### config.mk
export PLATFORM = sky130hd
export DESIGN_NAME = fifo_rd_ptr_ctrl_flat
export DESIGN_NICKNAME = d
export VERILOG_FILES = /design/src/rtl/fifo_rd_ptr_ctrl_if.sv /design/src/rtl/fifo_rd_ptr_ctrl.sv /design/src/flat_wrapper.sv
export SDC_FILE = /design/constraint.sdc
export NUM_CORES = 1
export LEC_CHECK = 0
export CAP_MARGIN = 10
export CORE_MARGIN = 2
export CORE_UTILIZATION = 40
export DETAILED_ROUTE_END_ITERATION = 6
export GPL_ROUTABILITY_DRIVEN = 0
export PLACE_DENSITY = 0.74
export SETUP_SLACK_MARGIN = 0.02
export SLEW_MARGIN = 20
export SYNTH_ARGS = -nofsm -noshare
export SYNTH_HDL_FRONTEND = slang
export SYNTH_SLANG_ARGS = --single-unit
export TNS_END_PERCENT = 1
### constraint.sdc
create_clock -name CLKRD -period 5.5 [get_ports CLKRD]
set_clock_uncertainty 0.15 [all_clocks]
set_input_delay 1.1 -clock CLKRD [delete_from_list [all_inputs] [get_ports CLKRD]]
set_output_delay 1.1 -clock CLKRD [all_outputs]
set_load 0.01 [all_outputs]
### src/rtl/fifo_rd_ptr_ctrl_if.sv
// Read-side pointer bus of a clock-crossing FIFO: incoming gray write pointer,
// read handshake, and the flags/address/gray pointer produced by the read controller.
interface fifo_rd_ptr_ctrl_if #(
   parameter int unsigned AW = 8
);
   logic [AW:0]   wr_gray;
   logic          rd_en;
   logic [AW-1:0] rd_addr;
   logic [AW:0]   rd_gray;
   logic          rd_ack;
   logic          rd_err;
   logic          empty;
   logic [AW:0]   rd_count;
   logic          ovf;

   modport master (
      output wr_gray, rd_en,
      input  rd_addr, rd_gray, rd_ack, rd_err, empty, rd_count, ovf
   );

   modport slave (
      input  wr_gray, rd_en,
      output rd_addr, rd_gray, rd_ack, rd_err, empty, rd_count, ovf
   );
endinterface

### src/rtl/fifo_rd_ptr_ctrl.sv
// Read-domain pointer controller: synchronises the gray write pointer, keeps the
// read pointer, and produces empty/count/address plus a gray read pointer.
module fifo_rd_ptr_ctrl #(
   parameter int unsigned AW          = 8,
   parameter int unsigned SYNC_STAGES = 2
) (
   input  logic                CLKRD,
   input  logic                RSTNRD,
   fifo_rd_ptr_ctrl_if.slave   bus
);

   logic [AW:0] sync_q [SYNC_STAGES];
   logic [AW:0] sync_g;
   logic [AW:0] wb;
   logic [AW:0] rd_bin;
   logic [AW:0] rd_bin_nxt;
   logic [AW:0] diff;
   logic [AW:0] rd_gray_q;
   logic [AW:0] rd_count_q;
   logic        empty_q;
   logic        ack_q;
   logic        err_q;
   logic        ovf_q;
   logic        acc;
   logic        ovf_hit;

   // Plain flop chain; nothing may sit between stages.
   always_ff @(posedge CLKRD or negedge RSTNRD) begin
      if (!RSTNRD) begin
         for (int unsigned i = 0; i < SYNC_STAGES; i++) sync_q[i] <= '0;
      end else begin
         sync_q[0] <= bus.wr_gray;
         for (int unsigned i = 1; i < SYNC_STAGES; i++) sync_q[i] <= sync_q[i-1];
      end
   end

   assign sync_g = sync_q[SYNC_STAGES-1];

   always_comb begin
      wb = '0;
      for (int unsigned i = 0; i <= AW; i++) wb[i] = ^(sync_g >> i);
      acc        = bus.rd_en & ~empty_q;
      rd_bin_nxt = rd_bin + {{AW{1'b0}}, acc};
      diff       = wb - rd_bin_nxt;
      // Anything strictly above full depth means the pointers disagree.
      ovf_hit    = diff[AW] & (|diff[AW-1:0]);
   end

   always_ff @(posedge CLKRD or negedge RSTNRD) begin
      if (!RSTNRD) begin
         rd_bin     <= '0;
         rd_gray_q  <= '0;
         ack_q      <= 1'b0;
         err_q      <= 1'b0;
         empty_q    <= 1'b1;
         rd_count_q <= '0;
         ovf_q      <= 1'b0;
      end else begin
         rd_bin     <= rd_bin_nxt;
         rd_gray_q  <= rd_bin_nxt ^ (rd_bin_nxt >> 1);
         ack_q      <= acc;
         err_q      <= bus.rd_en & empty_q;
         empty_q    <= (diff == '0);
         rd_count_q <= diff;
         ovf_q      <= ovf_q | ovf_hit;
      end
   end

   assign bus.rd_addr  = rd_bin[AW-1:0];
   assign bus.rd_gray  = rd_gray_q;
   assign bus.rd_ack   = ack_q;
   assign bus.rd_err   = err_q;
   assign bus.empty    = empty_q;
   assign bus.rd_count = rd_count_q;
   assign bus.ovf      = ovf_q;

endmodule

### src/flat_wrapper.sv
// flat-port wrapper written by rule: the top's interface ports become plain ports
module fifo_rd_ptr_ctrl_flat 
#(
   parameter int unsigned AW          = 8,
   parameter int unsigned SYNC_STAGES = 2
)
  (CLKRD, RSTNRD, bus_wr_gray, bus_rd_en, bus_rd_addr, bus_rd_gray, bus_rd_ack, bus_rd_err, bus_empty, bus_rd_count, bus_ovf);
  fifo_rd_ptr_ctrl_if #(.AW(AW)) bus_i ();
  input  logic CLKRD;
  input  logic RSTNRD;
  input wire logic [$bits(bus_i.wr_gray)-1:0] bus_wr_gray;
  input wire logic [$bits(bus_i.rd_en)-1:0] bus_rd_en;
  output wire logic [$bits(bus_i.rd_addr)-1:0] bus_rd_addr;
  output wire logic [$bits(bus_i.rd_gray)-1:0] bus_rd_gray;
  output wire logic [$bits(bus_i.rd_ack)-1:0] bus_rd_ack;
  output wire logic [$bits(bus_i.rd_err)-1:0] bus_rd_err;
  output wire logic [$bits(bus_i.empty)-1:0] bus_empty;
  output wire logic [$bits(bus_i.rd_count)-1:0] bus_rd_count;
  output wire logic [$bits(bus_i.ovf)-1:0] bus_ovf;
  assign bus_i.wr_gray = bus_wr_gray;
  assign bus_i.rd_en = bus_rd_en;
  assign bus_rd_addr = bus_i.rd_addr;
  assign bus_rd_gray = bus_i.rd_gray;
  assign bus_rd_ack = bus_i.rd_ack;
  assign bus_rd_err = bus_i.rd_err;
  assign bus_empty = bus_i.empty;
  assign bus_rd_count = bus_i.rd_count;
  assign bus_ovf = bus_i.ovf;
  fifo_rd_ptr_ctrl #(.AW(AW), .SYNC_STAGES(SYNC_STAGES)) u_core (.CLKRD(CLKRD), .RSTNRD(RSTNRD), .bus(bus_i));
endmodule
io_placement.png
Scale bar: 20 µm. Pins as bars across the die edge, other pins in gray.
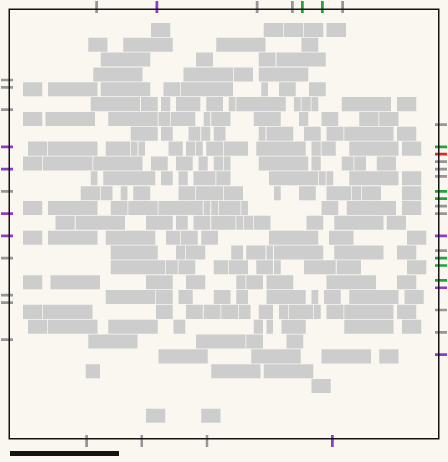
| color | port | pins | direction | edge |
|---|---|---|---|---|
| red | bus_empty | 1 | output | right |
| purple | bus_rd_count | 9 | output | 4 left, 3 right, 1 bottom, 1 top |
| green | bus_rd_addr | 8 | output | 6 right, 2 top |
die boundary height: 78.45 µm
die x size: 78.45 µm
Port Buffer Count: 41

placement.png
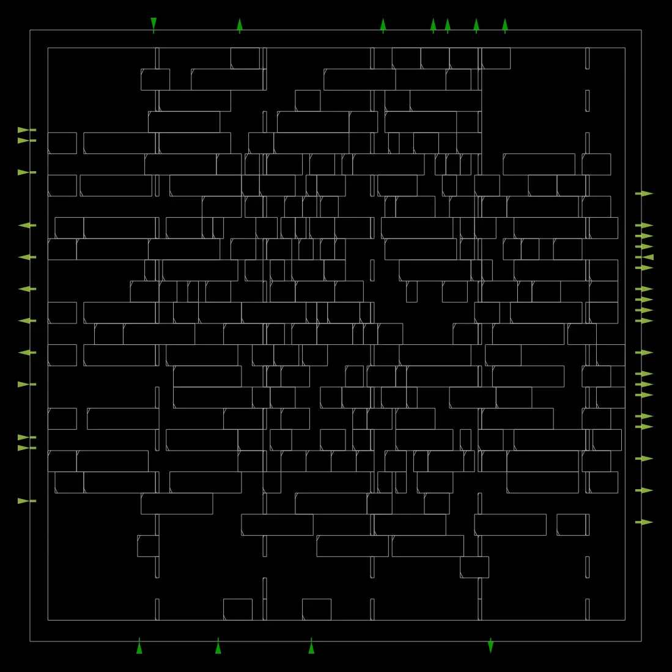
row cnt: 27
area of the core: 5439 µm²
Flop Count: 48

==> CHANGELOG.md <==
### Implementation results

* Status: finished clean
* Detailed Route Iter0 Violations at ~63
* Post-CTS Repair Setup Buffers at 0
* Total wirelength of the detailed-routed design at around 3700 µm
* Worst slew margin relative to its limit at 0.6242
* CP Data Required Time at roughly 5.5 ns
* Global-route wire length before repair at 6582 µm
* Clock latency of the later-clocked register in the worst-skew pair at 0.29 ns
* Peak supply drop at around 0.24 mV
* DIE AREA at 6154 µm²
* Final hold violations at 0
* Kind of capture point of the worst setup path: flop
* Tool Warnings at 27
* Gate Count Post-Synth at roughly 170
* Crit-path max FO at 8
* Count of maximum capacitance violations at 0
* Worst min-delay path category: flop to flop
* Mux share at 0.01806
* Minimum clock period after layout at 4.681 ns
* Number of global-route vias before repair at 1407
* Number of synthesized register bits at roughly 48
* FFs w/ async S/R, synth at 1.000
* Cell area after layout at ~2800 µm²
* FF-to-FF End: u_core.bus.ovf
* Worst hold path cell count at 0
* Worst-path clk slew at 0.08 ns
* Primary flip-flop cell chosen by synthesis mapping: sky130_fd_sc_hd__dfrtp_1
* Number of placed cells counting well taps at around 280
* Unique cell type count in the Yosys netlist at 46
* Post-Synthesis Mean Instance Area at 12.89 µm²
* Layout Nets at ~240
* Leakage component of the power at around 1.2 nW
* Most frequent standard cell in the layout excluding fill and tap cells: sky130_fd_sc_hd__dfrtp_1
* Cell area reported after detailed placement at about 2700 µm²
* Post-detailed-route via-to-cell ratio at 4.856
* Post-route core utilization at 0.5176
* Arrival time at the worst endpoint at 4.69 ns
* Pin count of the biggest net entering global routing at around 49
* GRT Resource Usage Total at 0.1363
* Most frequent cells in the layout: 47 x sky130_fd_sc_hd__dfrtp_1, 40 x sky130_fd_sc_hd__clkdlybuf4s50_1, 19 x sky130_fd_sc_hd__xnor2_1
* Number of DRC violations after detailed routing at 0
* Final total power at roughly 1.6 mW
* Sequential-to-total area share from yosys stat at 0.5423
* Post-DRT Antenna Nets at 0
* Adder Area Share at 0.05982
* Worst setup slack after layout at 0.8188 ns
* Floorplan utilization at 0.4076
* CTS tree: yes
* Area growth from synthesis to final layout at 26.98%
* Maximum clock insertion buffer count at 2
* Maximum operating frequency at between 200 and 250 MHz
* CP Class: flop to flop
* Antenna violations before repair at 0
* Number of warnings reported in the yosys synthesis log at 0
* Half-perimeter wire length after placement at 2657 µm
* Share of post-route cells with drive strength above 1 at 0.1000
* Worst Hold Path EP: u_core.sync_g[1]
* Startpoint types: flop
* Number of fillers in the final layout at between 400 and 500
* Final count of pins violating max slew at 0
* Count of hold-fix buffers inserted at cts at 0
* Hold path start: u_core.sync_q[10]
* Aoi share at 0.07619
wires.png
Scale bar: 20 µm.
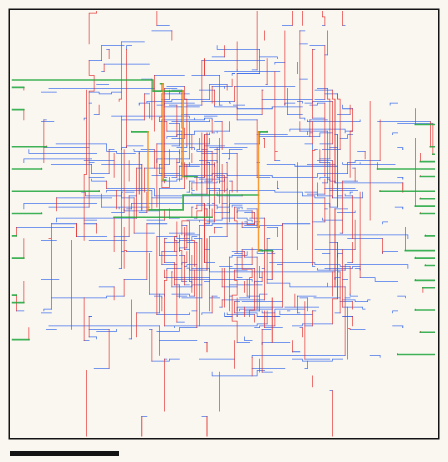
| color | layer | wire length |
|---|---|---|
| blue | metal 1 | 1730 µm |
| red | metal 2 | 1710 µm |
| orange | metal 4 | 69.4 µm |
| green | metal 3 | 198 µm |

layer_met3.png
Scale bar: 20 µm.
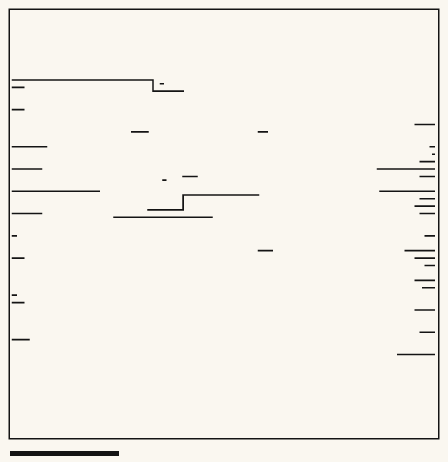
nets with wire on the layer: 34
main direction: horizontal
wire length on this layer: 198 µm

## cell families (layout without fill, tap and decap cells)
logic type / after synthesis / count (layout)
multiplexers: 4 / 4
adder cells (fa/ha/maj): 10 / 10
AND-OR/OR-AND: 21 / 21
flip-flops: 48 / 48
buffers and inverters: 15 / 63
XOR/XNOR: 33 / 33
AND/OR/NAND/NOR: 41 / 41
## report_power, final
group | total (mW) | internal, mW | switching [mW]
Sequential | 0.502 | 0.453 | 0.0493
Clock | 0.220 | 0.115 | 0.106
Combinational | 0.894 | 0.424 | 0.471
Total | 1.62 | 0.991 | 0.626
## worst max-delay path, cell delays in order (launching register included)
cell                        delay (ns)
sky130_fd_sc_hd__dfrtp_1          0.43
sky130_fd_sc_hd__xor3_2           0.48
sky130_fd_sc_hd__xnor2_4          0.29
sky130_fd_sc_hd__xor2_1           0.38
sky130_fd_sc_hd__xnor2_1          0.27
sky130_fd_sc_hd__xnor2_1          0.17
sky130_fd_sc_hd__ha_1             0.16
sky130_fd_sc_hd__inv_1            0.06
sky130_fd_sc_hd__fa_1             0.50
sky130_fd_sc_hd__xnor2_1          0.36
sky130_fd_sc_hd__or4b_2           0.61
sky130_fd_sc_hd__mux2i_1          0.15
sky130_fd_sc_hd__nor3b_1          0.10
sky130_fd_sc_hd__a2111oi_2        0.28
sky130_fd_sc_hd__a32oi_1          0.15
## state kept, by name (all words and copies together), names as in the netlist
name	count
u_core.bus.empty	1
u_core.bus.ovf	1
u_core.bus.rd_ack	1
u_core.bus.rd_count	9
u_core.bus.rd_err	1
u_core.bus.rd_gray	8
u_core.rd_bin	9
u_core.sync_g	9
u_core.sync_q	9
## per-layer routing
layer,up-vias,part of all wire,track usage,routed length (µm)
met4,0,0.019,0.05789,69
met1,670,0.47,0.1802,1729
met2,42,0.46,0.2181,1714
met5,-,0,0,0
met3,9,0.053,0.02874,197
li1,697,-,-,-
## cell type report
type,instances,area [µm²],share of cell area
clock buffer,8,100.1,0.03556
inverter,13,48.80,0.01733
multi-input combinational,109,958.4,0.3404
sequential,48,1202,0.4271
tap,72,90.09,0.03200
timing repair buffer,42,415.4,0.1476
## synth_stat cells (2+ instances only)
cell                        number  area (µm²)
sky130_fd_sc_hd__a21oi_1         5       25.02
sky130_fd_sc_hd__o2111ai_1       3       26.28
sky130_fd_sc_hd__mux2i_1         4       40.04
sky130_fd_sc_hd__dfrtp_1        47        1176
sky130_fd_sc_hd__nand2_1         5       18.77
sky130_fd_sc_hd__inv_1          11       41.29
sky130_fd_sc_hd__nor2_1          5       18.77
sky130_fd_sc_hd__ha_1            9       112.6
sky130_fd_sc_hd__and2_1          2       12.51
sky130_fd_sc_hd__xnor2_1        19       166.4
sky130_fd_sc_hd__o211ai_1        3       22.52
sky130_fd_sc_hd__a211o_1         2       17.52
sky130_fd_sc_hd__buf_1           2       7.510
sky130_fd_sc_hd__or3_1           3       18.77
sky130_fd_sc_hd__and3_1          2       12.51
sky130_fd_sc_hd__nor3_1          5       25.02
sky130_fd_sc_hd__nor4_1          2       12.51
sky130_fd_sc_hd__xor2_1          8       70.07
sky130_fd_sc_hd__nand3_1         6       30.03
sky130_fd_sc_hd__nor2b_1         3       18.77
No activity file was given, so power comes from the tool's default toggle rates.
